**src/rtl/readout_pkg.sv**
```systemverilog
// readout_pkg: shared FSM state type, source tags and FIFO entry layout
// for the readout capture path.
package readout_pkg;

  typedef enum logic [1:0] {
    ST_IDLE    = 2'd0,
    ST_CAPTURE = 2'd1,
    ST_DRAIN   = 2'd2
  } state_e;

  localparam logic SRC_MEM = 1'b0;
  localparam logic SRC_PIX = 1'b1;

  localparam int ENTRY_W = 10;

  typedef struct packed {
    logic       last;
    logic       src;
    logic [7:0] value;
  } entry_t;

endpackage

```
**src/rtl/readout_fifo.sv**
```systemverilog
// readout_fifo: first-word-fall-through synchronous FIFO. The head entry
// is visible on rdata_o while the FIFO is non-empty and reads as zero
// when empty. A push into a full FIFO is accepted only when a pop happens
// in the same cycle.
module readout_fifo #(
  parameter int WIDTH = 10,
  parameter int DEPTH = 16
) (
  input  logic                     clk,
  input  logic                     rst,
  input  logic                     push_i,
  input  logic [WIDTH-1:0]         wdata_i,
  input  logic                     pop_i,
  output logic [WIDTH-1:0]         rdata_o,
  output logic                     full_o,
  output logic                     empty_o,
  output logic [$clog2(DEPTH):0]   count_o
);

  localparam int AW = $clog2(DEPTH);

  logic [WIDTH-1:0] mem_q [DEPTH];
  logic [AW-1:0]    wrPtr_q;
  logic [AW-1:0]    rdPtr_q;
  logic [AW:0]      count_q;
  logic             doPush;
  logic             doPop;

  assign empty_o = (count_q == '0);
  assign full_o  = (count_q == (AW+1)'(DEPTH));
  assign doPop   = pop_i && !empty_o;
  assign doPush  = push_i && (!full_o || doPop);
  assign rdata_o = empty_o ? '0 : mem_q[rdPtr_q];
  assign count_o = count_q;

  // Pointers wrap naturally; count moves only when exactly one side acts.
  always_ff @(posedge clk or posedge rst) begin
    if (rst) begin
      wrPtr_q <= '0;
      rdPtr_q <= '0;
      count_q <= '0;
    end else begin
      if (doPush) wrPtr_q <= wrPtr_q + AW'(1);
      if (doPop)  rdPtr_q <= rdPtr_q + AW'(1);
      case ({doPush, doPop})
        2'b10:   count_q <= count_q + (AW+1)'(1);
        2'b01:   count_q <= count_q - (AW+1)'(1);
        default: count_q <= count_q;
      endcase
    end
  end

  // Storage array; contents are don't-care until written, head is masked when empty.
  always_ff @(posedge clk) begin
    if (doPush) mem_q[wrPtr_q] <= wdata_i;
  end

endmodule

```
**src/rtl/readout_capture.sv**
```systemverilog
// readout_capture: frames the registered readout stream into rows and
// captures, queues tagged bytes in an FWFT FIFO and presents them over a
// valid/ready handshake.
// Optional feature: define READOUT_CAPTURE_CHECKSUM_EN to build the per-row
// XOR checksum on row_csum; otherwise row_csum reads 0.
module readout_capture
  import readout_pkg::*;
#(
  parameter int ROW_LEN  = 8,
  parameter int NUM_ROWS = 4,
  parameter int DEPTH    = 16
) (
  input  logic                   clk,
  input  logic                   rst,
  input  logic                   start,
  input  logic                   in_en,
  input  logic                   in_src,
  input  logic [7:0]             in_value,
  output logic                   out_valid,
  input  logic                   out_ready,
  output logic [7:0]             out_data,
  output logic                   out_src,
  output logic                   out_last,
  output logic [$clog2(DEPTH):0] fifo_count,
  output logic                   overflow,
  output logic                   busy,
  output logic                   done,
  output logic [7:0]             row_csum
);

  localparam int BW = $clog2(ROW_LEN);
  localparam int RW = (NUM_ROWS > 1) ? $clog2(NUM_ROWS) : 1;

  state_e        state_q;
  logic [BW-1:0] byteCnt_q;
  logic [RW-1:0] rowCnt_q;
  logic          overflow_q;
  logic          done_q;
  logic          busy_q;

  logic   countByte;
  logic   rowEnd;
  logic   lastRow;
  logic   fifoFull;
  logic   fifoEmpty;
  logic   popReq;
  logic   dropByte;
  entry_t wrEntry;
  entry_t rdEntry;

  // A byte is counted whenever it is qualified during CAPTURE, even if dropped.
  assign countByte = (state_q == ST_CAPTURE) && in_en;
  assign rowEnd    = (byteCnt_q == BW'(ROW_LEN - 1));
  assign lastRow   = (rowCnt_q == RW'(NUM_ROWS - 1));
  assign popReq    = out_valid && out_ready;
  assign dropByte  = countByte && fifoFull && !popReq;
  assign wrEntry   = {rowEnd, in_src, in_value};

  readout_fifo #(
    .WIDTH (ENTRY_W),
    .DEPTH (DEPTH)
  ) u_fifo (
    .clk     (clk),
    .rst     (rst),
    .push_i  (countByte),
    .wdata_i (wrEntry),
    .pop_i   (popReq),
    .rdata_o (rdEntry),
    .full_o  (fifoFull),
    .empty_o (fifoEmpty),
    .count_o (fifo_count)
  );

  assign out_valid = !fifoEmpty;
  assign out_data  = rdEntry.value;
  assign out_src   = rdEntry.src;
  assign out_last  = rdEntry.last;
  assign overflow  = overflow_q;
  assign busy      = busy_q;
  assign done      = done_q;

  // Capture FSM with row/byte framing counters and registered status outputs.
  always_ff @(posedge clk or posedge rst) begin
    if (rst) begin
      state_q    <= ST_IDLE;
      byteCnt_q  <= '0;
      rowCnt_q   <= '0;
      overflow_q <= 1'b0;
      done_q     <= 1'b0;
      busy_q     <= 1'b0;
    end else begin
      done_q <= 1'b0;
      case (state_q)
        ST_IDLE: begin
          if (start) begin
            state_q    <= ST_CAPTURE;
            busy_q     <= 1'b1;
            byteCnt_q  <= '0;
            rowCnt_q   <= '0;
            overflow_q <= 1'b0;
          end
        end
        ST_CAPTURE: begin
          if (countByte) begin
            if (dropByte) overflow_q <= 1'b1;
            if (rowEnd) begin
              byteCnt_q <= '0;
              if (lastRow) begin
                rowCnt_q <= '0;
                state_q  <= ST_DRAIN;
              end else begin
                rowCnt_q <= rowCnt_q + RW'(1);
              end
            end else begin
              byteCnt_q <= byteCnt_q + BW'(1);
            end
          end
        end
        ST_DRAIN: begin
          if (fifoEmpty) begin
            state_q <= ST_IDLE;
            busy_q  <= 1'b0;
            done_q  <= 1'b1;
          end
        end
        default: begin
          state_q <= ST_IDLE;
          busy_q  <= 1'b0;
        end
      endcase
    end
  end

`ifdef READOUT_CAPTURE_CHECKSUM_EN
  logic [7:0] acc_q;
  logic [7:0] rowCsum_q;

  // Row checksum: fold every counted byte, publish and clear at row end.
  always_ff @(posedge clk or posedge rst) begin
    if (rst) begin
      acc_q     <= 8'h00;
      rowCsum_q <= 8'h00;
    end else if ((state_q == ST_IDLE) && start) begin
      acc_q <= 8'h00;
    end else if (countByte) begin
      if (rowEnd) begin
        rowCsum_q <= acc_q ^ in_value;
        acc_q     <= 8'h00;
      end else begin
        acc_q <= acc_q ^ in_value;
      end
    end
  end

  assign row_csum = rowCsum_q;
`else
  assign row_csum = 8'h00;
`endif

endmodule
```
**config.mk**
```make
export PLATFORM = sky130hd
export DESIGN_NAME = readout_capture
export DESIGN_NICKNAME = d
export VERILOG_FILES = /design/src/rtl/readout_pkg.sv /design/src/rtl/readout_fifo.sv /design/src/rtl/readout_capture.sv
export SDC_FILE = /design/constraint.sdc
export NUM_CORES = 1
export LEC_CHECK = 0
export CAP_MARGIN = 20
export CELL_PAD_IN_SITES_DETAIL_PLACEMENT = 0
export CELL_PAD_IN_SITES_GLOBAL_PLACEMENT = 1
export CORE_MARGIN = 5
export CORE_UTILIZATION = 50
export DETAILED_ROUTE_END_ITERATION = 7
export PLACE_DENSITY_LB_ADDON = 0.1
export SYNTH_ARGS = -nofsm -noshare
export SYNTH_HDL_FRONTEND = slang
export SYNTH_SLANG_ARGS = --single-unit
export TNS_END_PERCENT = 20
```
**constraint.sdc**
```tcl
create_clock -name clk -period 4.65 [get_ports clk]
set_input_delay 0.6975 -clock clk [delete_from_list [all_inputs] [get_ports clk]]
set_output_delay 0.6975 -clock clk [all_outputs]
set_load 0.02 [all_outputs]
```
**Run 1: signal wires on met3**

Scale: 2 px per um.
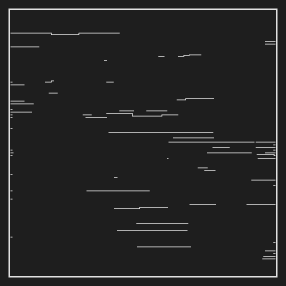
nets with wire on the layer = 50
share of all routed wire = 4.6%
GR Util met3: 0.0376
Total Wirelength: 14.1 mm

**Run 1: drive-strength map**

Scale: 4 px per um.
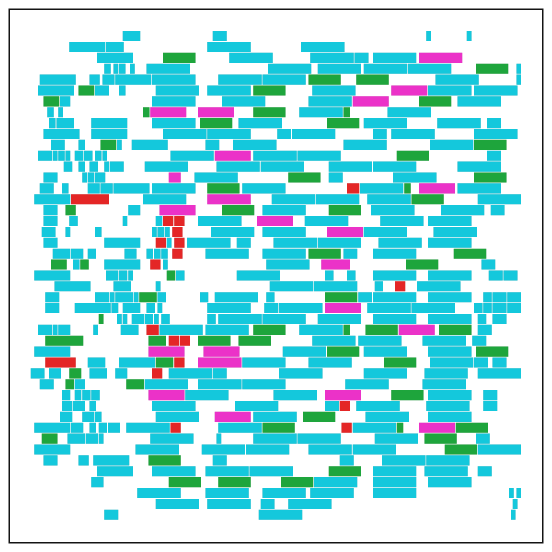
magenta -> drive 6 and up  # cells 22, share 4.8%, most used clkbuf_16
red -> drive 3 to 4  # cells 19, share 4.2%, most used buf_4
cyan -> drive 1 or less  # cells 353, share 78%, most used edfxtp_1
green -> drive 2  # cells 61, share 13%, most used mux4_2
P&R area growth vs syn: 14.7%
Final Instance Area: 8680 um^2
Non-clock buffers: 46

==> GITHUB_STEP_SUMMARY, run 1 <==
### Yosys + OpenROAD results

| Metric | Value |
|---|---|
| Inst Count DP | just over 600 |
| Clk buf depth | 2 |
| Seq_cells | around 180 |
| Critical path type | reg -> out |
| First-pass iteration count of the detailed router | 4 |
| Worst R2R Start | u_fifo.count_o[1]$_DFFE_PP0P_ |
| Worst R2R Path Depth | 11 |
| Core ar. | 15000 um^2 |
| Yosys cell types | 46 |
| Worst Hold Class | reg -> reg |
| Max Fclk | about 270 MHz |
| RD Place Congestion | 0.804 |
| Insertion Delay late pin | approximately 420 ps |
| Row cnt | approximately 45 |
| Seq pwr share | 0.413 |
| NonClk Buf Share | 0.0505 |
| Tally of OpenROAD warnings | 30 |
| Vias | 3661 |
| Hold_sp | rowCnt_q[0]$_DFFE_PP0P_ |
| Syn avg cell area | roughly 19 um^2 |
| Inverters | 14 |
| Worst-path clk slew | 70 ps |
| Clk_skew | 7.84 ps |
| Worst Setup End Kind | output pin |
| Wire per inst | 22.0 um |
| Worst Max-Slew Pin Slew | about 1000 ps |
| Met2 GRT Util | 0.283 |
| Final hold viol count | 0 |
| Area-dominant class | flip-flops and latches |
| Comb gate area | just under 2000 um^2 |
| Clock share of power | 0.265 |
| Critical Path Max Stage Delay | 840 ps |
| Routed metal-1 wirelength | 6.18 mm |
| Root Driver | clkbuf_16 |
| P per Cell Area | around 620 nW/um^2 |
| Synthesized area | 7560 um^2 |
| Final setup vio count | 0 |
| Tot GR Track Use | 0.168 |
| Power Combinational | 1.74 mW |
| Simple-Gate Area Share | 0.0427 |
| Cts repair resizes | 0 |
| Top cell family by delay on the critical path | buffers and inverters |
| Clock group total power | 1.43 mW |
| Crit path DAT | about 3000 ps |
| Clk tree area frac | 0.0675 |
| Vias in the first global route | 3884 |
| Top cells, area | edfxtp_1 (64%), mux4_2 (12%), dfrtp_1 (7.6%) |
| Status | finished, final reports clean |
| Top cells excl fill/tap | edfxtp_1 (160), mux4_2 (40), clkdlybuf4s50_1 (32) |
| Sequential share of cell area | 0.620 |
| Yosys Chip Area | 7560 um^2 |
| Vias per cell | 5.69 |
| Internal power | ~3.7 mW |
| Most used routing layer | met2 |
| Worst path cell trace | buf_4 > mux4_2 > mux2i_1 > o22ai_1 > clkdlybuf4s50_1 |
| Sequential share of the synthesized area | 0.711 |
| Post-route antenna net violation count | 0 |
| Max power group | sequential cells |
| Fin crit share | 0.797 |
| Pin count of the biggest net entering global routing | slightly above 40 |
| YS warnings | 0 |
| Chip Height | approximately 130 um |
| RR Endpoint | u_fifo.count_o[4]$_DFFE_PP0P_ |
| Synth area leader | edfxtp_1 |
| Met3 routed WL | 644 um |
| Ys cells | 401 |
| Mux cell area share | 0.153 |
| Hpwl dp | 8.91 mm |
| Synth logic family | multiplexers |
| First-pass GRT wire length | 22.0 mm |
| M1 GR Usage | 0.222 |
| Net switching power | 1.71 mW |
| AO/OA Area Share | 0.0276 |
| CP bufs+invs | 2 |
| Top routing layer used | met4 |
| Sequential cell area | ~5400 um^2 |
| Xor/xnor share | 0.0139 |
| Post-synthesis cell count | between 400 and 500 |
| Die area | 17700 um^2 |
| Overflow after GRT | 0 |
| Layout cells sized above 1 | 0.224 |
| Critical path peak fanout | 21 |
| Setup TNS | 0 ps |
**Run 1: gate families picked out**

Scale: 4 px per um.
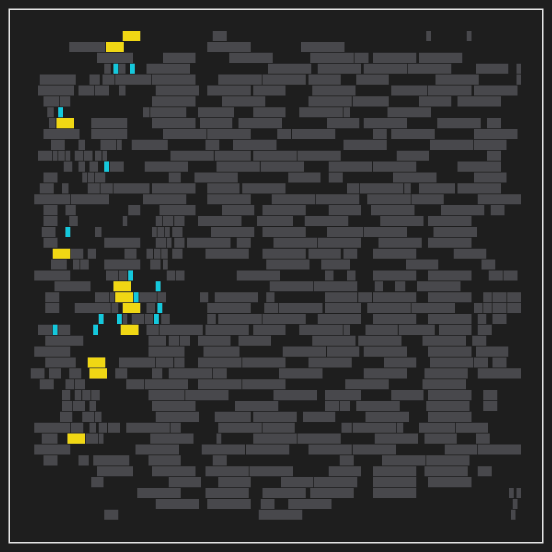
cyan -> inverters  # cells 14
yellow -> adder and majority cells  # cells 11
Final Instance Count excl. Fillers: 643
fraction of area in multi-input gates: 0.229
most used logic cell in the final layout: edfxtp_1

[run 1: cells in the mapped netlist, types with 2 or more instances]
cell type	instances
edfxtp_1	160
mux4_2	40
dfrtp_1	23
mux2i_1	20
buf_4	14
inv_1	13
ha_1	11
o22ai_1	11
nor2_1	7
xnor2_1	7
a21oi_1	6
buf_2	6
nand2_1	6
nand3_1	6
o21ai_0	6
clkbuf_1	5
mux2_2	5
nor3_1	5
xor2_1	5
and2_1	4
nor4_1	4
buf_6	3
nand2b_1	3
a31oi_1	2
and3_1	2
and3b_1	2
nand2_2	2
nand3b_1	2
nand4_1	2
nor2b_1	2
nor3b_1	2
[run 1: how the worst max path moves through the flow]
stage	start	end	slack, ps	cells past startpoint
final	u_fifo.rdPtr_q[0]$_DFFE_PP0P_	out_data[2]	940	5
after global routing	u_fifo.rdPtr_q[0]$_DFFE_PP0P_	out_data[4]	690	5
after floorplan	in_en	u_fifo.mem_q[1][0]$_DFFE_PP_	1900	4
after CTS	u_fifo.rdPtr_q[0]$_DFFE_PP0P_	out_data[4]	840	5
after detailed placement	in_en	u_fifo.count_o[4]$_DFFE_PP0P_	1200	11
after global placement	in_en	u_fifo.count_o[4]$_DFFE_PP0P_	1260	11
[run 1: sequential cells by signal (all words and copies together), names as in the netlist]
name            count
busy                1
done                1
overflow            1
state_q             2
u_fifo.mem_q      160
u_fifo.wrPtr_q      4
u_fifo.count_o      5
byteCnt_q           3
rowCnt_q            2
u_fifo.rdPtr_q      4
[run 1: metrics by stage]
step / hold slack [ps] / setup WS [ps]
floorplan: 490 / 1900
global placement: 524 / 1260
detailed placement: 521 / 1200
CTS: 543 / 836
global route: 568 / 691
finish: 545 / 944
==> run 2, diff against run 1 <==
- CORE_UTILIZATION: 50 -> 47
- clock period: 4.65 -> 3.2 ns (I/O delays scaled with it)
==> GITHUB_STEP_SUMMARY, run 2 <==
### Yosys + OpenROAD results

| Metric | Value |
|---|---|
| Status | finished, final reports clean (unchanged) |
| Routed metal-1 wirelength | 6.56 mm (was 6.18 mm) |
| Clk buf depth | 2 (unchanged) |
| Worst path cell trace | buf_4 > mux4_2 > mux2i_1 > o22ai_1 > clkdlybuf4s50_1 (unchanged) |
| Clk_skew | 7.27 ps (was 7.84 ps) |
| Worst Max-Slew Pin Slew | 911 ps (was 1000 ps) |
| Hold_ws | 493 ps (was 545 ps) |
| Row cnt | 46 (was 45) |
| CP bufs+invs | 2 (unchanged) |
| Setup TNS | 0 ps (unchanged) |
| Synthesized area | 7560 um^2 (unchanged) |
| Sequential share of the synthesized area | 0.711 (unchanged) |
| Chip Height | 137 um (was 133 um) |
| Yosys cell types | 46 (unchanged) |
| First-pass iteration count of the detailed router | 4 (unchanged) |
| Final hold viol count | 0 (unchanged) |
| Yosys Chip Area | 7560 um^2 (unchanged) |
| Synth area leader | edfxtp_1 (unchanged) |
| Top cells, area | edfxtp_1 (64%), mux4_2 (12%), dfrtp_1 (7.6%) (unchanged) |
| Core ar. | 15800 um^2 (was 15000 um^2) |
| Most used logic cell in the final layout | edfxtp_1 (unchanged) |
| Critical path peak fanout | 26 (was 21) |
| Largest register FFs | 160 (unchanged) |
| Crit path DAT | 2620 ps (was 3010 ps) |
| Post-synth EDFFs | 160 (unchanged) |
| Most flop-heavy register | u_fifo.mem_q (unchanged) |
| Vias per cell | 5.40 (was 5.69) |
| Pin count of the biggest net entering global routing | 37 (was 41) |
| Ys cells | 401 (unchanged) |
| Top routing layer used | met4 (unchanged) |
| Layout cells sized above 1 | 0.241 (was 0.224) |
| Overflow after GRT | 0 (unchanged) |
| Tot GR Track Use | 0.167 (was 0.168) |
| Max-cap viol count | 0 (unchanged) |
| Insertion Delay late pin | 420 ps (about the same) |
| Post-route antenna net violation count | 0 (unchanged) |
| Worst Setup End Kind | output pin (unchanged) |
| Root Driver | clkbuf_16 (unchanged) |
| Tally of OpenROAD warnings | 30 (unchanged) |
| Met3 routed WL | 579 um (was 644 um) |
| Critical path type | reg -> out (unchanged) |
| Post-synthesis cell count | 401 (unchanged) |
| Worst-path clk slew | 60 ps (was 70 ps) |
| Post-synth top cells | edfxtp_1 (160), mux4_2 (40), dfrtp_1 (23) (unchanged) |
| Max Fclk | between 300 and 400 MHz |
| Cts repair resizes | 1 (was 0) |
| Worst R2R Path Depth | 11 (unchanged) |
| Wire per inst | 21.3 um (was 22.0 um) |
| Hold Path Cell Cnt | 1 (unchanged) |
| Inst Count DP | 651 (was 612) |
| Worst Setup Start Kind | flip-flop (unchanged) |
| Die area | 18700 um^2 (was 17700 um^2) |
| Hpwl dp | 8.98 mm (was 8.91 mm) |
| Met2 GRT Util | 0.277 (was 0.283) |
| First-pass GRT wire length | 22.6 mm (was 22.0 mm) |
| Vias in the first global route | 3923 (was 3884) |
| Most used routing layer | met2 (unchanged) |
| Top cell family by delay on the critical path | buffers and inverters (unchanged) |
| M1 GR Usage | 0.223 (was 0.222) |
| Syn avg cell area | 18.9 um^2 (unchanged) |
| Fin crit share | 0.969 |
| Place WS | 243 ps (was 1200 ps) |
| Critical Path Max Stage Delay | 680 ps (was 840 ps) |
| Levels on crit path | 5 (unchanged) |
| P per Cell Area | 915 nW/um^2 (was 622 nW/um^2) |
| RD Place Congestion | 0.734 (was 0.804) |
| Final setup vio count | 0 (unchanged) |
| YS warnings | 0 (unchanged) |
| Count leader, synth | edfxtp_1 (unchanged) |
| Overall power | 8.13 mW (was 5.40 mW) |
run 2: cell counts after synthesis:
Identical to the previous run, type by type.
run 2: path summary, 6_finish.rpt:
kind | slack (ps) | start | to
setup / recovery | 100 | u_fifo.rdPtr_q[1]$_DFFE_PP0P_ | out_data[6]
hold / removal | 490 | u_fifo.rdPtr_q[3]$_DFFE_PP0P_ | u_fifo.rdPtr_q[3]$_DFFE_PP0P_
setup reg to reg | 460 | u_fifo.count_o[0]$_DFFE_PP0P_ | u_fifo.count_o[4]$_DFFE_PP0P_
hold reg to reg | 490 | u_fifo.rdPtr_q[3]$_DFFE_PP0P_ | u_fifo.rdPtr_q[3]$_DFFE_PP0P_
max in group asynchronous | 2030 | rst | u_fifo.rdPtr_q[0]$_DFFE_PP0P_
min in group asynchronous | 550 | rst | rowCnt_q[1]$_DFFE_PP0P_
run 2: stage by stage:
step | util | area, um^2
floorplan | - | 7590
global placement | 0.519 | 8210
detailed placement | 0.519 | 8210
CTS | 0.559 | 8850
global route | 0.561 | 8880
finish | 0.561 | 8880
run 2: logic make-up after synthesis:
kind of cell	after synthesis	share of synthesized area
compound gates	31	0.0276
xor+xnor	12	0.0139
fa+ha+maj	11	0.0182
buf+inv	44	0.0329
flops	183	0.711
mux	65	0.153
other cells	1	0.000496
simple gates	54	0.0427
run 2: power breakdown:
group	leakage (nW)	switching, mW	internal (mW)	total, mW
Sequential	1.73	0.246	2.86	3.11
Combinational	1.02	1.43	1.36	2.79
Clock	0.297	0.855	1.38	2.23
Total	3.05	2.53	5.60	8.13
run 2: layout make-up:
type                       instances  area, um^2
tap                              216         270
multi-input combinational        181        1990
sequential                       183        5380
inverter                          14        52.6
clock buffer                      18         429
timing repair buffer              58         553
fill                            1241        6940
clock inverter                    14         205
**Run 2: drive-strength map**

Scale: 3 px per um.
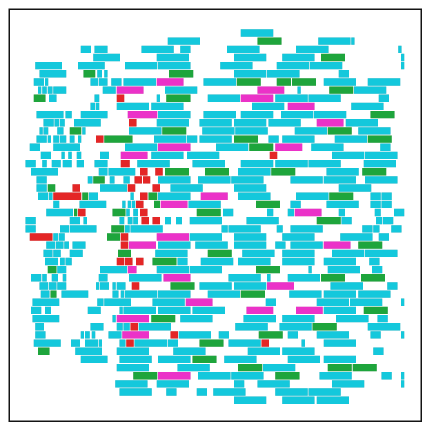
cyan -> drive 1 or less  # cells 355, share 76%, most used edfxtp_1
green -> drive 2  # cells 58, share 12%, most used mux4_2
magenta -> drive 6 and up  # cells 25, share 5.3%, most used clkbuf_16
red -> drive 3 to 4  # cells 30, share 6.4%, most used buf_4
worst setup margin: 100 ps
P&R area growth vs syn: 17.4%
Final Instance Area: 8880 um^2

**Run 2: gate families picked out**

Scale: 3 px per um.
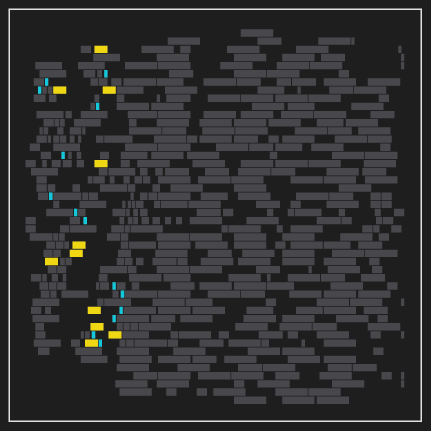
yellow -> adder and majority cells  # cells 11
cyan -> inverters  # cells 14
Final Instance Count excl. Fillers: 684
fraction of area in multi-input gates: 0.224

**Run 2: signal wires on met3**

Scale: 2 px per um.
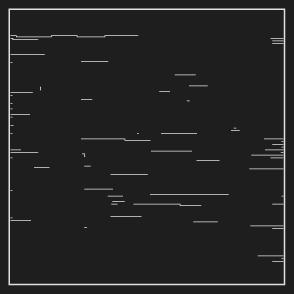
wire length on this layer = 580 um
main direction = horizontal
Total Wirelength: 14.6 mm
Vias: 3696
GR Util met3: 0.0412

==> run 3, diff against run 2 <==
- CORE_ASPECT_RATIO: unset -> 0.8
- CORE_MARGIN: 5 -> 2
**Run 3: gate families picked out**

Scale: 3 px per um.
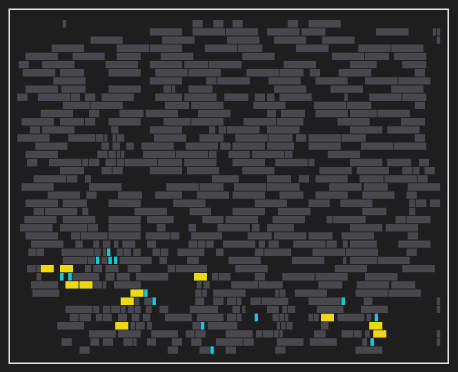
cyan -> inverters  # cells 14
yellow -> adder and majority cells  # cells 11
fraction of area in multi-input gates: 0.225
Final Instance Count excl. Fillers: 690

**Run 3: routing congestion**

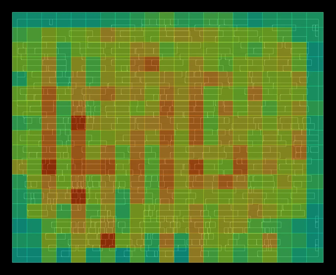
wire per inst: 21.3 um
most used routing layer: met2
Post-Route Utilization: 0.568
met2 GRT Util: 0.277

**Run 3: signal wires on met3**

Scale: 2 px per um.
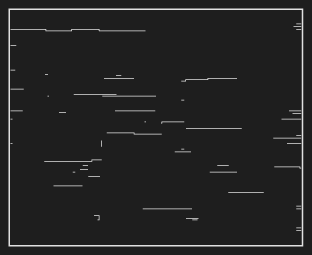
nets with wire on the layer = 40
longest straight run = 27.6 um
wire length on this layer = 488 um
GR Util met3: 0.0326
Total Wirelength: 14.7 mm

==> GITHUB_STEP_SUMMARY, run 3 <==
### Yosys + OpenROAD results

| Metric | Value |
|---|---|
| Status | finished, final reports clean (unchanged) |
| Top routing layer used | met4 (unchanged) |
| Critical path type | reg -> out (unchanged) |
| P&R area growth vs syn | 18.2% (was 17.4%) |
| LEAKAGE | 3.08 nW (was 3.05 nW) |
| Synth logic family | multiplexers (unchanged) |
| Most used logic cell in the final layout | edfxtp_1 (unchanged) |
| Hpwl dp | 9.24 mm (was 8.98 mm) |
| Worst-path clk slew | 70 ps (was 60 ps) |
| CP bufs+invs | 2 (unchanged) |
| Filler Cell Count | 1237 (was 1241) |
| Synth area leader | edfxtp_1 (unchanged) |
| Crit path DAT | 2590 ps (was 2620 ps) |
| Critical Path Max Stage Delay | 560 ps (was 680 ps) |
| Max-cap viol count | 0 (unchanged) |
| Post-synthesis cell count | 401 (unchanged) |
| First-pass GRT wire length | 23.1 mm (was 22.6 mm) |
| Xor/xnor share | 0.0139 (unchanged) |
| Largest register FFs | 160 (unchanged) |
| Top cells, area | edfxtp_1 (64%), mux4_2 (12%), dfrtp_1 (7.6%) (unchanged) |
| Slew margin rel. | 0.537 (was 0.392) |
| Clk buf depth | 2 (unchanged) |
| P per Cell Area | 898 nW/um^2 (was 915 nW/um^2) |
| Synthesized area | 7560 um^2 (unchanged) |
| Ys cells | 401 (unchanged) |
| Count leader, synth | edfxtp_1 (unchanged) |
| Post-synth top cells | edfxtp_1 (160), mux4_2 (40), dfrtp_1 (23) (unchanged) |
| Sequential share of the synthesized area | 0.711 (unchanged) |
| FA/HA/MAJ Cells, Area Fraction | 0.0182 (unchanged) |
| Tmin final | 3070 ps (was 3100 ps) |
| Setup crit start | u_fifo.count_o[1]$_DFFE_PP0P_ (was u_fifo.rdPtr_q[1]$_DFFE_PP0P_) |
| Final setup vio count | 0 (unchanged) |
| Layout cells sized above 1 | 0.265 (was 0.241) |
| Syn avg cell area | 18.9 um^2 (unchanged) |
| RD Place Congestion | 0.735 (was 0.734) |
| Cts repair resizes | 3 (was 1) |
| Worst Setup End Kind | output pin (unchanged) |
| Tot GR Track Use | 0.182 (was 0.167) |
| Critical path peak fanout | 10 (was 26) |
| Yosys cell types | 46 (unchanged) |
| Max Fclk | 326 MHz (was 323 MHz) |
| Pin count of the biggest net entering global routing | 24 (was 37) |
| M1 GR Usage | 0.273 (was 0.223) |
| Root Driver | clkbuf_16 (unchanged) |
| Worst Setup Start Kind | flip-flop (unchanged) |
| Row cnt | 41 (was 46) |
| Top cells excl fill/tap | edfxtp_1 (160), mux4_2 (40), clkdlybuf4s50_1 (32) (unchanged) |
| Vias in the first global route | 3780 (was 3923) |
| Slowest cell on the critical path | clkdlybuf4s50_1 (unchanged) |
| Tally of OpenROAD warnings | 30 (unchanged) |
| Mux cell area share | 0.153 (unchanged) |
| Yosys Chip Area | 7560 um^2 (unchanged) |
| AO/OA Area Share | 0.0276 (unchanged) |
| Core ar. | 15700 um^2 (was 15800 um^2) |
| Post-CTS Setup Inserts | 0 (unchanged) |
| Sequential cell area | 5390 um^2 (was 5380 um^2) |
| Top cell family by delay on the critical path | simple AND/OR/NAND/NOR gates (was buffers and inverters) |
| Most flop-heavy register | u_fifo.mem_q (unchanged) |
| Comb gate area | 2010 um^2 (was 1990 um^2) |
| Vias per cell | 5.47 (was 5.40) |
| Overflow after GRT | 0 (unchanged) |
| Met3 routed WL | 488 um (was 579 um) |
| Post-synth EDFFs | 160 (unchanged) |
| Simple-Gate Area Share | 0.0427 (unchanged) |
| Insertion Delay late pin | 420 ps (about the same) |
| Final hold viol count | 0 (unchanged) |
| Ys async rst share | 0.126 (unchanged) |
| Worst R2R Start | u_fifo.count_o[1]$_DFFE_PP0P_ (was u_fifo.count_o[0]$_DFFE_PP0P_) |
| YS warnings | 0 (unchanged) |
| Area after DPL | 8290 um^2 (was 8210 um^2) |
| Chip Height | 117 um (was 137 um) |
| Fin crit share | 0.959 (was 0.969) |
| Post-route antenna net violation count | 0 (unchanged) |
| Final Instance Area | 8940 um^2 (was 8880 um^2) |
| Die area | 17100 um^2 (was 18700 um^2) |
| Routed metal-1 wirelength | 6.99 mm (was 6.56 mm) |
| Setup TNS | 0 ps (unchanged) |
| Worst path cell trace | nor4_4 > nand2b_2 > nand2b_1 > buf_4 > o22ai_1 > clkdlybuf4s50_1 (was buf_4 > mux4_2 > mux2i_1 > o22ai_1 > clkdlybuf4s50_1) |
| Worst Hold Class | in -> async (was reg -> reg) |
| First-pass iteration count of the detailed router | 4 (unchanged) |
| Clk_skew | 8.32 ps (was 7.27 ps) |
| Vias | 3776 (was 3696) |
| Worst Max-Slew Pin Slew | 694 ps (was 911 ps) |
==> run 3: cell counts after synthesis <==
No cell type changed its count.
==> run 3: kinds of logic (layout without fill, tap and decap cells) <==
family                   count (synthesis)  in the layout
AND-OR/OR-AND                           31             31
AND/OR/NAND/NOR                         54             54
multiplexers                            65             65
buffers and inverters                   44            111
flip-flops                             183            183
XOR/XNOR                                12             12
adder cells (fa/ha/maj)                 11             11
other                                    1              8
==> run 3: per-stage QoR <==
stage	utilization	power (mW)	cells	worst slack (ps)	hold slack, ps
after floorplan	-	5.03	408	463	482
after global placement	0.527	5.97	655	238	501
after detailed placement	0.527	5.99	655	192	515
after CTS	0.564	8.07	687	24.3	534
after global routing	0.568	8.42	690	2.43	391
final	0.568	8.02	690	133	366
==> run 3: path summary, 6_finish.rpt <==
kind	depth (start not counted)	slack, ps	to
setup / recovery	6	130	out_data[0]
hold / removal	2	370	u_fifo.count_o[2]$_DFFE_PP0P_
setup reg to reg	11	440	u_fifo.count_o[4]$_DFFE_PP0P_
hold reg to reg	1	540	busy$_DFFE_PP0P_
max in group asynchronous	3	2380	u_fifo.rdPtr_q[1]$_DFFE_PP0P_
min in group clk	1	540	busy$_DFFE_PP0P_
==> run 3: power breakdown <==
part / switching, mW / leakage [nW] / total [mW] / internal [mW]
logic: 1.38 / 1.08 / 2.80 / 1.42
clock network: 0.896 / 0.273 / 2.05 / 1.16
registers: 0.307 / 1.73 / 3.18 / 2.87
total: 2.58 / 3.08 / 8.02 / 5.45
==> run 3: layout make-up <==
class	instances	share of cell area
tap	215	0.0301
multi-input combinational	181	0.225
clock buffer	18	0.0480
timing repair buffer	65	0.0714
clock inverter	14	0.0165
sequential	183	0.603
inverter	14	0.00588
No activity file was given, so power comes from the tool's default toggle rates.
